### config.mk
export PLATFORM = sky130hd
export DESIGN_NAME = pipelined_rca_addsub_flat
export DESIGN_NICKNAME = d
export VERILOG_FILES = /design/src/rtl/pipelined_rca_addsub_if.sv /design/src/rtl/pipelined_rca_addsub.sv /design/src/flat_wrapper.sv
export SDC_FILE = /design/constraint.sdc
export NUM_CORES = 1
export LEC_CHECK = 0
export ABC_AREA = 1
export CAP_MARGIN = 10
export CELL_PAD_IN_SITES_DETAIL_PLACEMENT = 0
export CELL_PAD_IN_SITES_GLOBAL_PLACEMENT = 1
export CORE_MARGIN = 2
export CORE_UTILIZATION = 37
export CTS_CLUSTER_DIAMETER = 150
export DETAILED_ROUTE_END_ITERATION = 8
export GPL_TIMING_DRIVEN = 0
export PLACE_DENSITY_LB_ADDON = 0.1
export SETUP_SLACK_MARGIN = 0.3
export SLEW_MARGIN = 40
export SYNTH_ARGS = -nofsm -noshare
export SYNTH_HDL_FRONTEND = slang
export SYNTH_SLANG_ARGS = --single-unit
### constraint.sdc
create_clock -name clk -period 2.3 [get_ports clk]
set_input_delay 0.69 -clock clk [delete_from_list [all_inputs] [get_ports clk]]
set_output_delay 0.69 -clock clk [all_outputs]
set_load 0.02 [all_outputs]
### src/rtl/pipelined_rca_addsub_if.sv
// Operand/result handshake bundle for the pipelined ripple-carry adder/subtractor.
// The slave side is the adder; the master side is whoever drives operands and takes results.
interface pipelined_rca_addsub_if #(
  parameter int WIDTH = 16
);
  logic             in_valid;
  logic             in_ready;
  logic [WIDTH-1:0] a;
  logic [WIDTH-1:0] b;
  logic             cin;
  logic             sub;
  logic             out_valid;
  logic             out_ready;
  logic [WIDTH-1:0] sum;
  logic             cout;
  logic             ovf;
  logic [WIDTH:0]   finalsum;

  modport slave (
    input  in_valid, a, b, cin, sub, out_ready,
    output in_ready, out_valid, sum, cout, ovf, finalsum
  );

  modport master (
    output in_valid, a, b, cin, sub, out_ready,
    input  in_ready, out_valid, sum, cout, ovf, finalsum
  );
endinterface

### src/rtl/pipelined_rca_addsub.sv
// Pipelined ripple-carry adder/subtractor: operands are captured at acceptance, then the carry
// chain is split into STAGES equal slices, each followed by a register (latency = STAGES edges).
module pipelined_rca_addsub #(
  parameter int WIDTH  = 16,
  parameter int STAGES = 4
) (
  input logic                   clk,
  input logic                   rst,
  pipelined_rca_addsub_if.slave io_bus
);
  localparam int CHUNK = WIDTH / STAGES;

  typedef struct packed {
    logic [WIDTH-1:0] sum;
    logic             cout;
    logic             cTop;
  } slice_t;

  // Index 0 is the operand capture stage; index k+1 holds the result of slice k.
  logic [WIDTH-1:0] r_a   [0:STAGES-1];
  logic [WIDTH-1:0] r_b   [0:STAGES-1];
  logic [WIDTH-1:0] r_s   [1:STAGES];
  logic             r_c   [0:STAGES];
  logic             r_v   [0:STAGES];
  logic             r_ovf;

  slice_t           w_slice [0:STAGES-1];
  logic             w_advance;

  // Ripple one CHUNK of full-adder cells; cTop is the carry entering the slice's top bit.
  function automatic slice_t sliceAdd(input logic [WIDTH-1:0] aIn, input logic [WIDTH-1:0] bIn,
                                      input logic [WIDTH-1:0] sIn, input logic cIn, input int k);
    slice_t res;
    logic   carry;
    res.sum  = sIn;
    res.cTop = cIn;
    carry    = cIn;
    for (int i = 0; i < CHUNK; i++) begin
      res.cTop               = carry;
      res.sum[k*CHUNK + i]   = aIn[k*CHUNK + i] ^ bIn[k*CHUNK + i] ^ carry;
      carry                  = (aIn[k*CHUNK + i] & bIn[k*CHUNK + i]) |
                               (carry & (aIn[k*CHUNK + i] ^ bIn[k*CHUNK + i]));
    end
    res.cout = carry;
    return res;
  endfunction

  assign w_advance = !r_v[STAGES] || io_bus.out_ready;

  always_comb begin
    w_slice[0] = sliceAdd(r_a[0], r_b[0], '0, r_c[0], 0);
    for (int k = 1; k < STAGES; k++) begin
      w_slice[k] = sliceAdd(r_a[k], r_b[k], r_s[k], r_c[k], k);
    end
  end

  // Whole pipe moves together or not at all, so bubbles stay where they are.
  always_ff @(posedge clk) begin
    if (rst) begin
      r_a   <= '{default: '0};
      r_b   <= '{default: '0};
      r_s   <= '{default: '0};
      r_c   <= '{default: 1'b0};
      r_v   <= '{default: 1'b0};
      r_ovf <= 1'b0;
    end else if (w_advance) begin
      r_v[0] <= io_bus.in_valid;
      r_a[0] <= io_bus.a;
      r_b[0] <= io_bus.sub ? ~io_bus.b : io_bus.b;
      r_c[0] <= io_bus.sub ? ~io_bus.cin : io_bus.cin;
      for (int k = 1; k < STAGES; k++) begin
        r_a[k] <= r_a[k-1];
        r_b[k] <= r_b[k-1];
      end
      for (int k = 0; k < STAGES; k++) begin
        r_v[k+1] <= r_v[k];
        r_s[k+1] <= w_slice[k].sum;
        r_c[k+1] <= w_slice[k].cout;
      end
      r_ovf <= w_slice[STAGES-1].cTop ^ w_slice[STAGES-1].cout;
    end
  end

  assign io_bus.in_ready  = w_advance;
  assign io_bus.out_valid = r_v[STAGES];
  assign io_bus.sum       = r_s[STAGES];
  assign io_bus.cout      = r_c[STAGES];
  assign io_bus.ovf       = r_ovf;
  assign io_bus.finalsum  = {r_c[STAGES], r_s[STAGES]};
endmodule

### src/flat_wrapper.sv
// flat-port wrapper written by rule: the top's interface ports become plain ports
module pipelined_rca_addsub_flat 
#(
  parameter int WIDTH  = 16,
  parameter int STAGES = 4
)
  (clk, rst, io_bus_in_valid, io_bus_a, io_bus_b, io_bus_cin, io_bus_sub, io_bus_out_ready, io_bus_in_ready, io_bus_out_valid, io_bus_sum, io_bus_cout, io_bus_ovf, io_bus_finalsum);
  pipelined_rca_addsub_if #(.WIDTH(WIDTH)) io_bus_i ();
  input logic clk;
  input logic rst;
  input wire logic [$bits(io_bus_i.in_valid)-1:0] io_bus_in_valid;
  input wire logic [$bits(io_bus_i.a)-1:0] io_bus_a;
  input wire logic [$bits(io_bus_i.b)-1:0] io_bus_b;
  input wire logic [$bits(io_bus_i.cin)-1:0] io_bus_cin;
  input wire logic [$bits(io_bus_i.sub)-1:0] io_bus_sub;
  input wire logic [$bits(io_bus_i.out_ready)-1:0] io_bus_out_ready;
  output wire logic [$bits(io_bus_i.in_ready)-1:0] io_bus_in_ready;
  output wire logic [$bits(io_bus_i.out_valid)-1:0] io_bus_out_valid;
  output wire logic [$bits(io_bus_i.sum)-1:0] io_bus_sum;
  output wire logic [$bits(io_bus_i.cout)-1:0] io_bus_cout;
  output wire logic [$bits(io_bus_i.ovf)-1:0] io_bus_ovf;
  output wire logic [$bits(io_bus_i.finalsum)-1:0] io_bus_finalsum;
  assign io_bus_i.in_valid = io_bus_in_valid;
  assign io_bus_i.a = io_bus_a;
  assign io_bus_i.b = io_bus_b;
  assign io_bus_i.cin = io_bus_cin;
  assign io_bus_i.sub = io_bus_sub;
  assign io_bus_i.out_ready = io_bus_out_ready;
  assign io_bus_in_ready = io_bus_i.in_ready;
  assign io_bus_out_valid = io_bus_i.out_valid;
  assign io_bus_sum = io_bus_i.sum;
  assign io_bus_cout = io_bus_i.cout;
  assign io_bus_ovf = io_bus_i.ovf;
  assign io_bus_finalsum = io_bus_i.finalsum;
  pipelined_rca_addsub #(.WIDTH(WIDTH), .STAGES(STAGES)) u_core (.clk(clk), .rst(rst), .io_bus(io_bus_i));
endmodule
==> deck_impl_summary.md, run 1 <==
Key Metrics from the Run

Cells and area
  – Synthesis-to-finish area growth: 28.1%
  – Non-clock buffer share: approximately 16%
  – Buffers excl. clock: 153
  – Most frequent cells in the layout: 260 x nor2_1, 122 x dfxtp_1, 106 x nand2_1
  – FILL cells: 1602
  – FF/Latch Area: around 2600 um^2
  – Clk tree area frac: roughly 8.4%
  – Largest cell class by area: flip-flops and latches
  – Clock buffer count in the final layout: 23
  – Cell area after layout: roughly 7600 um^2
  – Share of layout cells above drive strength 1: between 10% and 20%
  – Ant diodes: 0
  – Fin cells: approximately 1100
  – Final net count: around 920
  – Regs by FF count: u_core.r_a: 40 flops, u_core.r_b: 40 flops, u_core.r_s: 24 flops
  – Core Util, Final: around half

Worst hold path
  – Hold depth: 2
  – Worst Hold Path EP: u_core.r_b[36]
  – Hold path start: u_core.r_b[52]
  – Hold Path Class: reg2reg

GRT
  – Initial antenna violation count: 0
  – Global route total overflow: 0
  – Vias in the first global route: 4665
  – Largest net degree at the start of global routing: 17
  – Met2 Usage GRT: 30.2%
  – M1 GR Usage: 21.5%

CTS
  – Post-CTS sizing: between 50 and 60
  – CTS sink cnt: between 100 and 150
  – Hold-fix buffers, CTS: 0
  – Post-CTS setup buffers: 2
  – CTS tree: built
  – Latency at later pin: 0.41 ns
  – CTS Root Cell: clkbuf_16
  – Longest Clk Path Bufs: 2
  – Number of H-tree levels: 4

Power and ir drop
  – Seq pwr share: 41.7%
  – Combinational Power Share: under 10%
  – Int Pwr: approximately 4.6 mW
  – Comb pwr: ~0.58 mW
  – Seq power: 2.48 mW
  – Top pwr grp: clock
  – Switch Pwr: around 1.3 mW
  – Switching Fraction: between 20% and 30%
  – Total power: approximately 5.9 mW

Critical path
  – CP Depth: 4
  – Crit path DAT: around 1.4 ns
  – FF-to-FF path depth: 10
  – CP Cell Sequence: buf_4 -> nand2_4 -> buf_6 -> buf_4
  – Worst Setup EP: io_bus_in_ready
  – CP Launch Type: flip-flop
  – Crit path buf inv count: 3
  – Slack of the worst reg-to-reg path: approximately 0.2 ns
  – CP max stage cell: dfxtp_1
  – Setup crit end kind: output pin
  – RR Startpoint: u_core.r_a[12]
  – WS Path Type: reg2out
  – Worst reg2reg endpoint: u_core.io_bus.sum[15]
  – Crit-path most repeated cell: buf_4

Place
  – Post-place instance area: 6940 um^2
  – Final HPWL DP: 9980 um
  – Post-Place Worst Slack: -0.815 ns
  – IO Port Bufs: ~73

Logic synthesis
  – Yosys top cell by area: dfxtp_1
  – Post-synth seq share: approximately 44%
  – Mapped cell area: between 5000 and 6000 um^2
  – Syn Inst Count: between 700 and 800
  – Top cells by area: dfxtp_1 44%, nor2_1 17%, o21bai_1 12%
  – Top-count cell post-synth: nor2_1
  – Post-synth mux share: 0%
  – Top FF cell, synth: dfxtp_1
  – Syn avg cell area: around 7.7 um^2
  – Top comb family, area: simple AND/OR/NAND/NOR gates
  – Simple-Gate Fraction of Synth Area: 25.6%
  – Yosys cell types: 18
  – Ys cells: ~770
  – Area share, top type: ~44%
  – Xor/xnor share: 0%
  – Synth cell count leaders: 260 x nor2_1, 131 x dfxtp_1, 106 x nand2_1
  – Yosys stat area: 5910 um^2
  – Floorplan Nets: a little over 800

Floorplan
  – Die Wd: 130 um
  – Tap cell count: approximately 220
  – FP Util: between 30 and 40%
  – Die y size: about 130 um
  – I/O pin total: 75
  – Die area: 17000 um^2

Final timing
  – RSZ-0062 raised after global routing: yes
  – Actual slew at the worst max-slew pin: approximately 0.53 ns
  – Fin Hold WS: 0.481 ns
  – Clk_skew: ~0.0044 ns
  – Final setup fails: 0
  – Fmax: 475 MHz
  – Setup_tns: 0 ns
  – Slew headroom: between 60% and 70%
  – Fin. Hold Viols: 0
  – Period utilization: about nine tenths

Routing
  – Routed via count: between 4000 and 5000
  – Routed WL: approximately 14000 um
  – Total length of routed met2 wires: 6520 um
  – Top sig layer: met4
  – WL/cell: ~13 um
  – Vias/cell: between 4 and 5

Status
  – Status: complete, no violations
### I/O pins on the die edge, run 1

Pins as bars across the die edge, other pins in grey.
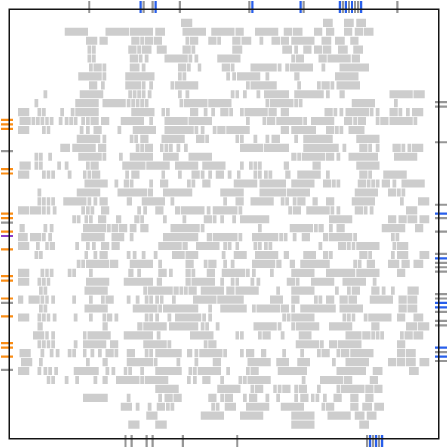
io_bus_out_valid: marked purple, pins 1, direction output, edge left. io_bus_b: marked orange, pins 16, direction input, edge left. io_bus_finalsum: marked blue, pins 17, direction output, edge 8 top, 6 right, 3 bottom.
All pins by edge: 23 right, 21 left, 19 top, 12 bottom.

### Placement view, run 1

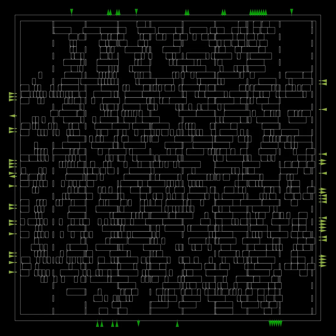
Row Count: 46
fraction of area in registers: 34.8%
total core area: 15800 um^2
Seq Cell Count: 131

### Port wiring, run 1

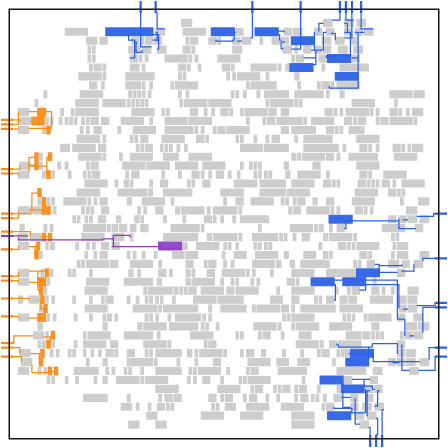
io_bus_finalsum: marked blue, bits 17, direction output, end cells 17, buffers 34, wire 522 um. io_bus_out_valid: marked purple, bits 1, direction output, end cells 1, buffers 1, wire 65.8 um. io_bus_b: marked orange, bits 16, direction input, end cells 32, buffers 16, wire 185 um.

### Clock wires, drivers and flops, run 1

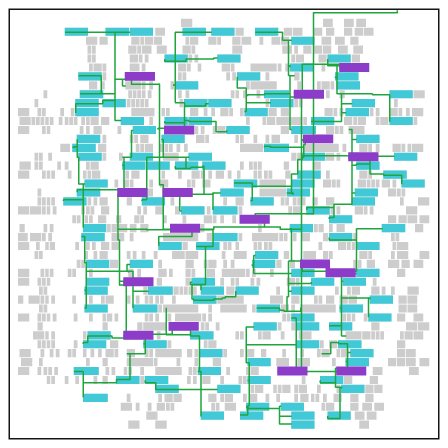
clock wires: marked green, length 1660 um. cells driving clock nets: marked purple, count 17. flip-flops: marked cyan, count 131.
Position of the flops: all over the die. There are 18 routed clock nets.

### Wiring by layer, run 1

Scale bar: 50 um.
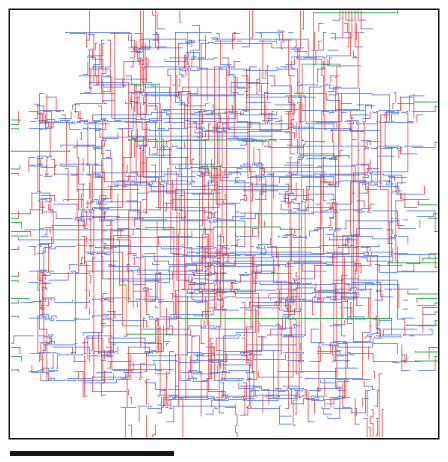

## Run 2: what changed since run 1
--- a/config.mk
+++ b/config.mk
@@ -15,6 +15,7 @@
 export DETAILED_ROUTE_END_ITERATION = 8
 export GPL_TIMING_DRIVEN = 0
 export PLACE_DENSITY_LB_ADDON = 0.1
+export RECOVER_POWER = 25
 export SETUP_SLACK_MARGIN = 0.3
 export SLEW_MARGIN = 40
 export SYNTH_ARGS = -nofsm -noshare
### Wiring by layer, run 2

Scale bar: 50 um.
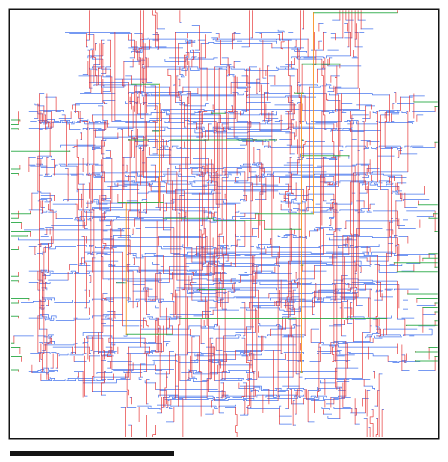
met1: marked blue, wire length 6620 um. met4: marked orange, wire length 222 um. met2: marked red, wire length 6490 um. met3: marked green, wire length 443 um.

### Clock wires, drivers and flops, run 2

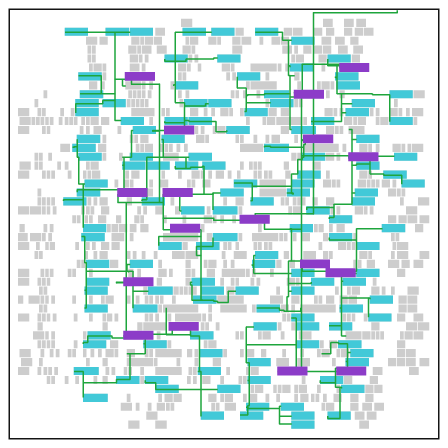
flip-flops: marked cyan, count 131. cells driving clock nets: marked purple, count 17. clock wires: marked green, length 1670 um.
Position of the flops: all over the die.

### Placement view, run 2

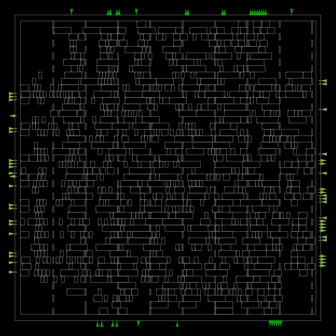
tap cell count: 216
fraction of area in registers: 34.8%
FILL cells: 1601
Core Util, Final: 48.0%
fin cells: 1092

==> run 2 against run 1 <==
Effect of this change:
- first-iteration DRC count unchanged
- synthesized area unchanged
- non-clock buffer count unchanged
- via count decreased by 0.34%
- clock skew about the same
- combinational power about the same
- clock power about the same
- die size unchanged
- core utilization about the same
- largest cell class unchanged
==> deck_impl_summary.md, run 2 <==
Key Metrics from the Run

Final timing
  – Fmax: 474 MHz (-0.18%)
  – Final setup fails: 0 (unchanged)
  – Setup_tns: 0 ns (unchanged)
  – Fin Hold WS: 0.481 ns (+0.00000500 ns)

Logic synthesis
  – Mapped cell area: 5910 um^2 (unchanged)
  – Top cells by area: dfxtp_1 44%, nor2_1 17%, o21bai_1 12%
  – Top FF cell, synth: dfxtp_1
  – Syn avg cell area: 7.69 um^2 (unchanged)
  – Yosys cell types: 18 (unchanged)
  – Synth cell count leaders: 260 x nor2_1, 131 x dfxtp_1, 106 x nand2_1
  – Post-synth seq share: 44.4% (unchanged)
  – Post-synth mux share: 0% (unchanged)
  – Yosys stat area: 5910 um^2 (unchanged)
  – Syn Inst Count: 769 (unchanged)
  – Area share, top type: 44.4% (unchanged)
  – Ys cells: 769 (unchanged)
  – Xor/xnor share: 0% (unchanged)

Place
  – IO Port Bufs: 73 (unchanged)
  – Post-Place Worst Slack: -0.815 ns (unchanged)
  – Post-place instance area: 6940 um^2 (unchanged)

Critical path
  – RR Startpoint: u_core.r_a[12]
  – Crit path DAT: 1.42 ns (about the same)
  – CP Cell Sequence: buf_4 -> nand2_4 -> buf_6 -> buf_4
  – Crit path buf inv count: 3 (unchanged)
  – Worst reg2reg endpoint: u_core.io_bus.sum[15]
  – Worst Setup EP: io_bus_in_ready
  – FF-to-FF path depth: 10 (unchanged)
  – WS Path Type: reg2out
  – Slack of the worst reg-to-reg path: 0.20 ns (about the same)

CTS
  – CTS sink cnt: 131 (unchanged)
  – Longest Clk Path Bufs: 2 (unchanged)
  – Post-CTS sizing: 58 (unchanged)
  – CTS Root Cell: clkbuf_16
  – Latency at later pin: 0.41 ns (about the same)
  – CTS tree: built

Cells and area
  – Ant diodes: 0 (unchanged)
  – Most frequent cells in the layout: 260 x nor2_1, 122 x dfxtp_1, 106 x nand2_1
  – Synthesis-to-finish area growth: 28.1% (about the same)
  – Clock buffer count in the final layout: 23 (unchanged)
  – Cell area after layout: 7570 um^2 (about the same)
  – Buffers excl. clock: 153 (unchanged)
  – Largest cell class by area: flip-flops and latches

Floorplan
  – FP Util: 37.5% (unchanged)
  – I/O pin total: 75 (unchanged)
  – Die Wd: 130 um (unchanged)
  – Total core area: 15800 um^2 (unchanged)
  – Die area: 17000 um^2 (unchanged)

Power and ir drop
  – Seq power: 2.48 mW (about the same)
  – Seq pwr share: 41.7% (about the same)
  – Comb pwr: 0.575 mW (about the same)
  – Combinational Power Share: 9.7% (about the same)
  – Top pwr grp: clock

GRT
  – Global route total overflow: 0 (unchanged)
  – Vias in the first global route: 4665 (unchanged)
  – Largest net degree at the start of global routing: 17 (unchanged)

Worst hold path
  – Hold path start: u_core.r_b[52]
  – Hold depth: 2 (unchanged)

Routing
  – Total length of routed met2 wires: 6490 um (-0.44%)
  – Vias/cell: 4.25 (-0.34%)
  – Routed WL: 13800 um (+0.15%)

Status
  – Status: complete, no violations
### I/O pins on the die edge, run 2

Pins as bars across the die edge, other pins in grey.
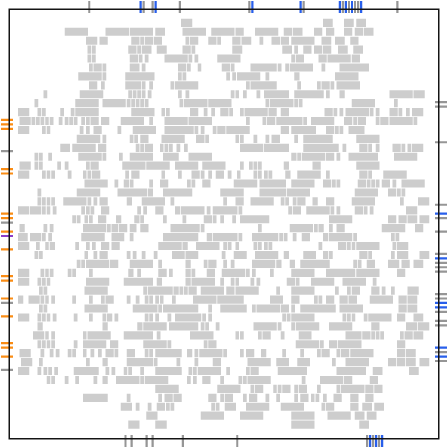

## Run 3: what changed since run 2
--- a/config.mk
+++ b/config.mk
@@ -10,13 +10,14 @@
 export CELL_PAD_IN_SITES_DETAIL_PLACEMENT = 0
 export CELL_PAD_IN_SITES_GLOBAL_PLACEMENT = 1
 export CORE_MARGIN = 2
-export CORE_UTILIZATION = 37
+export CORE_UTILIZATION = 41
 export CTS_CLUSTER_DIAMETER = 150
 export DETAILED_ROUTE_END_ITERATION = 8
 export GPL_TIMING_DRIVEN = 0
 export PLACE_DENSITY_LB_ADDON = 0.1
 export RECOVER_POWER = 25
 export SETUP_SLACK_MARGIN = 0.3
+export SKIP_LAST_GASP = 1
 export SLEW_MARGIN = 40
 export SYNTH_ARGS = -nofsm -noshare
 export SYNTH_HDL_FRONTEND = slang
==> constraint.sdc (replaced) <==
create_clock -name clk -period 2.36 [get_ports clk]
set_input_delay 0.708 -clock clk [delete_from_list [all_inputs] [get_ports clk]]
set_output_delay 0.708 -clock clk [all_outputs]
set_load 0.02 [all_outputs]
### I/O pins on the die edge, run 3

Pins as bars across the die edge, other pins in grey.
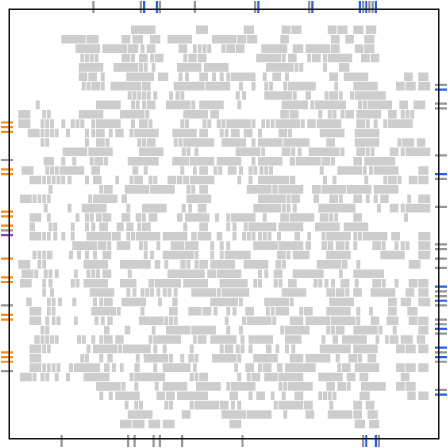
io_bus_b: marked orange, pins 16, direction input, edge left. io_bus_out_valid: marked purple, pins 1, direction output, edge left. io_bus_finalsum: marked blue, pins 17, direction output, edge 8 right, 7 top, 2 bottom.
All pins by edge: 27 right, 21 left, 16 top, 11 bottom.

### Port wiring, run 3

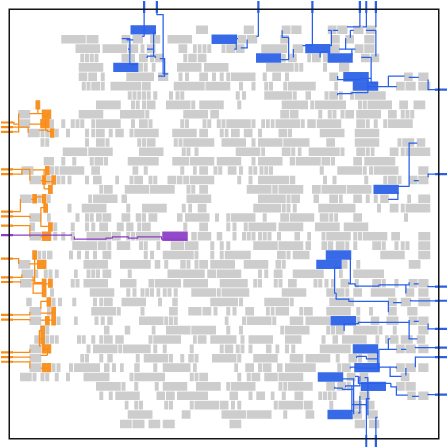
io_bus_b: marked orange, bits 16, direction input, end cells 32, buffers 16, wire 191 um. io_bus_finalsum: marked blue, bits 17, direction output, end cells 17, buffers 34, wire 522 um. io_bus_out_valid: marked purple, bits 1, direction output, end cells 1, buffers 1, wire 52.8 um.

==> run 3 against run 2 <==
Effect of this change:
- flip-flop count unchanged
- critical path depth unchanged
- non-clock buffer count up 1
- largest cell class unchanged
==> deck_impl_summary.md, run 3 <==
Key Metrics from the Run

Cells and area
  – Synthesis-to-finish area growth: 26.3%
  – Core Util, Final: 53.4% (+5.3 points)
  – Fraction of area in registers: 35.3% (+0.48 points)
  – Cell area after layout: 7460 um^2 (-1.4%)
  – FILL cells: 1405 (-12%)
  – Ant diodes: 0 (unchanged)
  – Most frequent cells in the layout: 260 x nor2_1, 123 x dfxtp_1, 106 x nand2_1
  – Buffers excl. clock: 154 (+0.65%)
  – Clock buffer count in the final layout: 25 (+8.7%)
  – Largest cell class by area: flip-flops and latches

Routing
  – Total length of routed met2 wires: 6310 um (-2.9%)
  – Vias/cell: 4.46 (+4.9%)
  – Routed WL: 13300 um (-3.3%)

Power and ir drop
  – Seq pwr share: 43.8% (+2.1 points)
  – Comb pwr: 0.561 mW (-2%)
  – Combinational Power Share: 10.2% (+0.5 points)
  – Top pwr grp: clock
  – Seq power: 2.41 mW (-3%)
  – Clock power frac: between 40% and 50%

Critical path
  – Crit path buf inv count: 3 (unchanged)
  – Crit path DAT: 1.38 ns (-0.04 ns)
  – CP Cell Sequence: buf_4 -> nand2_4 -> buf_6 -> buf_4
  – RR Startpoint: u_core.r_a[12]
  – Slack of the worst reg-to-reg path: 0.28 ns (+0.08 ns)
  – WS Path Type: reg2out
  – Worst reg2reg endpoint: u_core.io_bus.sum[15]
  – FF-to-FF path depth: 10 (unchanged)
  – Critical path origin: u_core.io_bus.out_valid
  – Worst Setup EP: io_bus_in_ready

Place
  – Post-place instance area: 6880 um^2 (-0.87%)
  – Post-Place Worst Slack: -0.756 ns (+0.0598 ns)
  – IO Port Bufs: 73 (unchanged)

Status
  – Status: complete, no violations

Floorplan
  – Die Wd: 124 um (-4.9%)
  – Die area: 15400 um^2 (-9.5%)
  – I/O pin total: 75 (unchanged)
  – Tap cell count: 180 (-17%)
  – Total core area: 14000 um^2 (-11%)

CTS
  – CTS Root Cell: clkbuf_16
  – Post-CTS sizing: 76 (+31%)
  – CTS sink cnt: 131 (unchanged)
  – Latency at later pin: 0.41 ns (about the same)
  – Longest Clk Path Bufs: 2 (unchanged)

Logic synthesis
  – Mapped cell area: 5910 um^2 (unchanged)
  – Top FF cell, synth: dfxtp_1
  – Ys cells: 769 (unchanged)
  – Xor/xnor share: 0% (unchanged)
  – Yosys stat area: 5910 um^2 (unchanged)
  – Synth cell count leaders: 260 x nor2_1, 131 x dfxtp_1, 106 x nand2_1
  – Simple-Gate Fraction of Synth Area: between 20% and 30%
  – Syn Inst Count: 769 (unchanged)
  – Post-synth mux share: 0% (unchanged)
  – Area share, top type: 44.4% (unchanged)

Final timing
  – Fin Hold WS: 0.484 ns (+0.00258 ns)
  – Setup_tns: 0 ns (unchanged)
  – Fmax: ~480 MHz

GRT
  – Global route total overflow: 0 (unchanged)
  – Total GRT Usage: between 10% and 20%
  – Largest net degree at the start of global routing: 17 (unchanged)

Worst hold path
  – Hold depth: 2 (unchanged)
  – Hold path start: u_core.r_b[40]
  – Worst Hold Path EP: u_core.r_b[24]
### Wiring by layer, run 3

Scale bar: 20 um.
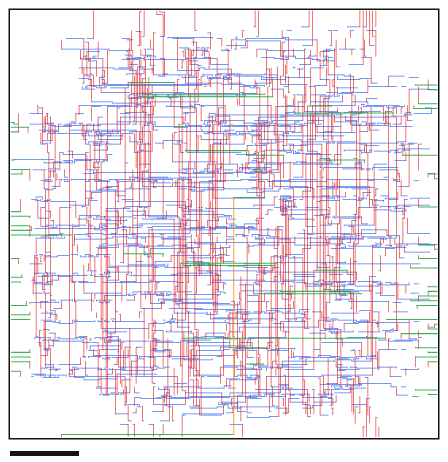
met2: marked red, wire length 6310 um. met3: marked green, wire length 661 um. met4: marked orange, wire length 68.7 um. met1: marked blue, wire length 6280 um.

Power is estimated from default activity; no workload was simulated.
